### Selected gate families

The bar under the picture is 50 um long.
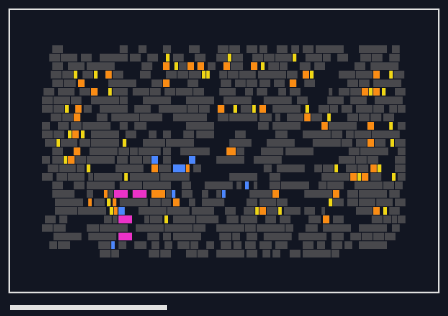
### Routing congestion map

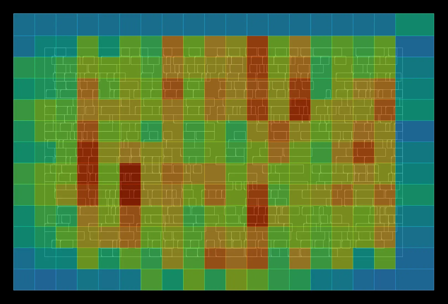
### Metal 3

Cells faint in the background.
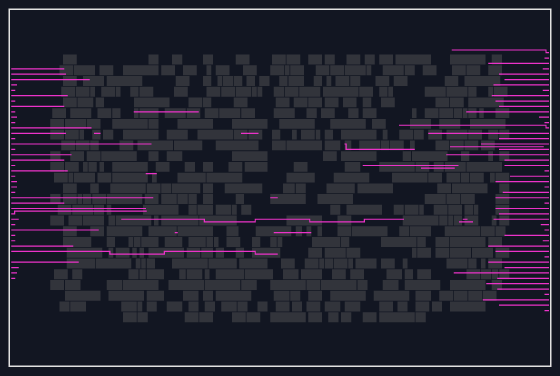
### Sizing map

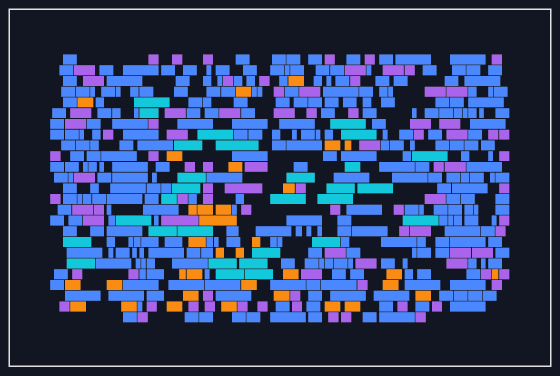
### Clock wires, drivers and flops

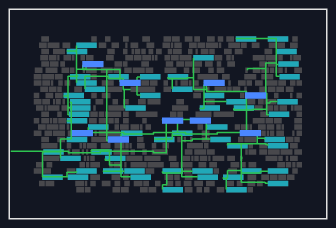
<file path="src/rtl/mem_arbiter.sv">
// mem_arbiter: round-robin arbiter sharing one single-port RAM between fetch, data and host requesters,
// with a host-exclusive lock and an issue/latency/done sequencer.
module mem_arbiter #(
   parameter int ADDR_W  = 16,
   parameter int DATA_W  = 16,
   parameter int RAM_LAT = 1
) (
   input  logic                  clk,
   input  logic                  rst_n,
   input  logic [2:0]            req,
   input  logic [2:0]            we,
   input  logic [3*ADDR_W-1:0]   addr,
   input  logic [3*DATA_W-1:0]   wdata,
   input  logic                  host_lock,
   output logic [2:0]            ack,
   output logic [DATA_W-1:0]     rdata,
   output logic [ADDR_W-1:0]     ram_addr,
   output logic [DATA_W-1:0]     ram_wdata,
   output logic                  ram_wren,
   input  logic [DATA_W-1:0]     ram_q,
   output logic                  busy,
   output logic [1:0]            cur_id
);
   typedef enum logic [1:0] {IDLE, ISSUE, WAIT, DONE} state_t;
   state_t state, nxt;
   logic [1:0] id, rr_last, p1, p2, win, cnt;
   logic [2:0] elig;
   logic lwe, any;
   assign elig = host_lock ? {req[2], 2'b00} : req;
   assign any = |elig;
   // priority rotates so the requester after the last one served is checked first
   assign p1 = rr_last == 2'd2 ? 2'd0 : rr_last + 2'd1;
   assign p2 = p1 == 2'd2 ? 2'd0 : p1 + 2'd1;
   assign win = elig[p1] ? p1 : elig[p2] ? p2 : rr_last;
   always_ff @(posedge clk or negedge rst_n)
      if (!rst_n) state <= IDLE;
      else state <= nxt;
   always_comb begin
      nxt = state;
      case (state)
         IDLE:  nxt = any ? ISSUE : IDLE;
         ISSUE: nxt = lwe ? DONE : WAIT;
         WAIT:  nxt = cnt == 2'd0 ? DONE : WAIT;
         DONE:  nxt = IDLE;
      endcase
   end
   always_ff @(posedge clk or negedge rst_n)
      if (!rst_n) begin
         id        <= 2'd0;
         lwe       <= 1'b0;
         cnt       <= 2'd0;
         rr_last   <= 2'd2;
         rdata     <= '0;
         ram_addr  <= '0;
         ram_wdata <= '0;
      end else begin
         if (state == IDLE && any) begin
            id        <= win;
            lwe       <= we[win];
            ram_addr  <= addr[win*ADDR_W +: ADDR_W];
            ram_wdata <= wdata[win*DATA_W +: DATA_W];
         end
         if (state == ISSUE) cnt <= 2'(RAM_LAT - 1);
         if (state == WAIT) begin
            if (cnt == 2'd0) rdata <= ram_q;
            else cnt <= cnt - 2'd1;
         end
         if (state == DONE) rr_last <= id;
      end
   always_comb begin
      busy     = state != IDLE;
      cur_id   = busy ? id : 2'b11;
      ram_wren = state == ISSUE && lwe;
      ack      = state == DONE ? 3'b001 << id : 3'b000;
   end
endmodule

</file>
<file path="config.mk">
export PLATFORM = sky130hd
export DESIGN_NAME = mem_arbiter
export DESIGN_NICKNAME = d
export VERILOG_FILES = /design/src/rtl/mem_arbiter.sv
export SDC_FILE = /design/constraint.sdc
export NUM_CORES = 1
export LEC_CHECK = 0
export CORE_ASPECT_RATIO = 0.6
export CORE_MARGIN = 10
export CORE_UTILIZATION = 39
export CTS_CLUSTER_DIAMETER = 30
export CTS_CLUSTER_SIZE = 20
export DETAILED_ROUTE_END_ITERATION = 8
export PLACE_DENSITY = 0.81
export SLEW_MARGIN = 20
export SYNTH_ARGS = -nofsm -noshare
export SYNTH_HDL_FRONTEND = slang
export SYNTH_SLANG_ARGS = --single-unit
</file>
<file path="constraint.sdc">
create_clock -name clk -period 2.3 [get_ports clk]
set_clock_uncertainty 0.1 [all_clocks]
set_input_delay 0.46 -clock clk [delete_from_list [all_inputs] [get_ports clk]]
set_output_delay 0.46 -clock clk [all_outputs]
set_load 0.1 [all_outputs]
</file>
==> flow_summary.yaml <==
# implementation run metrics
final_timing:
  finalCritPeriodShare: 0.967
  maxSlewViolCount: 0
  slew_headroom: 0.643
  tightest_slew_ps: 535
  min_period_ps: 2220
  setup_violations: 0
  rsz0062_at_grt: "no"
  max_freq_mhz: 450
  holdWs_ps: 14.3
global_route:
  grt_pass1_wl_um: 17000
  first_global_vias: 3121
  track_usage: 0.173
  grt.overflow.total: 0
  antenna_found_initial: 0
  grt_busiest_layer: "met2"
placement:
  numPortBuffers: 175
  dp_hpwl_um: 8640
  pre_cts_slack_ps: -280
  gp_congestion: 0.811
  dp_cells: 550
clock_network:
  h-tree-depth: 3
  cts_inserted_buffers: 9
  path_clk_slew_ps: 50
  clockBufferDepth: 2
  cts_tree: "built"
  root_buffer: "clkbuf_16"
  cts_sinks: 57
critical_path:
  crit_type: "in -> reg"
  critPathMaxStageDelay_ps: 490
  critical_path_buf_inv_count: 3
  r2r_end: "ram_wdata[8]$_DFFE_PN0P_"
  required_ps: 2400
  endpoint: "ram_wdata[3]$_DFFE_PN0P_"
  end_kind: "register"
  crit_cells: 7
  crit_family: "buffers and inverters"
  crit_path_top_delay_cell: "clkdlybuf4s50_1"
  crit_chain: "clkdlybuf4s50_1 > and2b_1 > o221ai_4 > buf_12 > buf_6 > mux2_2 > a221o_1"
  cp-startpoint: "host_lock"
  arrival_ps: 2330
  start_kind: "input port"
  r2r_cells: 6
  timing.rr.start: "rr_last[1]$_DFFE_PN1P_"
  cp_max_fo: 8
detailed_routing:
  wl_met2_um: 5600
  met1_length_um: 4530
  highest_layer: "met4"
  via_per_inst: 5.14
  antenna_left: 0
  routedWlPerCell_um: 20.0
  met3_length_um: 1190
  firstDrtPassIters: 4
synthesis:
  synthArstFlopShare: 1.00
  top_cell: "dfrtp_1"
  fp_nets: 396
  synth_flops: 57
  synth.area.mux_share: 0.211
  adder_share: 0.0157
  ys_seq_share: 0.448
  yosys.area.top_type: "dfrtp_1"
  yosys.area_share.aoi: 0.135
  topCellsByArea: "dfrtp_1 44%, mux2_4 14%, a221o_1 10%"
  syn_inst: 271
  syn_area_sq_um: 3190
  syn_area_per_cell_sq_um: 11.8
  yosys_cells: 271
  netlist.area_leader.share: 0.440
  yosys_warnings: 0
  synthFlopType: "dfrtp_1"
  synthTopLogicFamily: "multiplexers"
  synthTopCellsByCount: "56 x dfrtp_1, 39 x inv_1, 33 x a221o_1, 33 x nor4_1, 29 x mux2_4"
  edf_count: 0
  xor_share: 0
floorplanning:
  io_pins: 176
  fp_util: 0.403
  fp.coreArea_sq_um: 7910
  rows: 25
  chipArea_sq_um: 12300
  die_h_um: 90.0
final_layout:
  n_antenna_cell: 0
  nets: 582
  drive_gt1_frac: 0.331
  lay_top_cells: "119 x clkdlybuf4s50_1, 58 x buf_4, 56 x dfrtp_1"
worst_hold_path:
  hp-class: "in -> async"
flow_run:
  max_cap_violations: 0
  warning_count: 30
run_status:
  status: "completed"
About 'Selected gate families':
magenta -> fa/ha/maj cells  # cells 4, most used ha_1
yellow -> inv cells  # cells 39, most used inv_1
orange -> nor cells  # cells 42, most used nor4_1
blue -> nand cells  # cells 8, most used nand2_1
most instantiated logic cell after routing: clkdlybuf4s50_1
Comb/total area: 0.276
post-route insts no fill: 570

About 'Routing congestion map':
met2 Usage GRT: 0.288
final core occ: 0.695

About 'Metal 3':
wire length on this layer = 1190 um
longest straight run = 37.0 um
nets with wire on the layer = 96
met3 usage: 0.0811
WL final: 11400 um
vias: 2930

About 'Sizing map':
blue -> x1 and smaller  # cells 309, share 67%, most used clkdlybuf4s50_1
purple -> x3 and x4  # cells 90, share 19%, most used buf_4
cyan -> x6 and larger  # cells 29, share 6.3%, most used buf_12
orange -> x2  # cells 34, share 7.4%, most used mux2_2
count of non-CTS buffers in the layout: 196
final instance area: 5500 sq um
final worst setup slack: 77.0 ps
Area Overhead vs Synth: 72.6%

About 'Clock wires, drivers and flops':
green -> clock wires  # length 836 um
cyan -> flip-flops  # count 57
blue -> clock-net drivers  # count 9
routed clock nets = 10
clk_lat worst skew: 320 ps

[registers in the layout, summed over array words and instances (netlist names)]
register / flops
cnt: 2
id: 2
lwe: 1
ram_addr: 16
ram_wdata: 16
rdata: 16
rr_last: 2
state: 2
[timing repair]
| action | in CTS | in global routing |
|---|---|---|
| endpoints found under the hold margin | 0 | 0 |
| buffers inserted | 0 | 1 |
| setup endpoints to repair | 0 | 3 |
| hold buffers | 0 | 0 |
| gates resized | 0 | 1 |
[stage by stage]
stage,setup TNS [ps],util
floorplan,-43.3,-
CTS,0,0.685
global route,0,0.695
finish,0,0.695
detailed placement,-7220,0.648
global placement,-5790,0.648
[how the worst min path moves through the flow]
stage               startpoint                      end  slack (ps)  depth (start not counted)
finish                   rst_n  ram_addr[9]$_DFFE_PN0P_          10                          1
global route             rst_n  ram_addr[9]$_DFFE_PN0P_          60                          1
CTS                      rst_n  ram_addr[9]$_DFFE_PN0P_          30                          1
detailed placement       rst_n  ram_addr[9]$_DFFE_PN0P_         370                          1
global placement         rst_n  ram_addr[9]$_DFFE_PN0P_         360                          1
floorplan                rst_n         cnt[0]$_DFF_PN0_          60                          0
[cells by family after synthesis]
| logic type | after synthesis |
|---|---|
| AOI/OAI and AO/OA | 44 |
| adders and majority gates | 4 |
| buffers and inverters | 60 |
| DFF | 57 |
| muxes | 50 |
| and+or+nand+nor | 56 |
[layout make-up]
type	instances	area, sq um
multi-input cells	154	1520
inverters	39	146
clock inverters	3	40.0
repair buffers	196	1980
flip-flops and latches	57	1430
well taps	108	135
fillers	603	2410
clock buffers	13	250
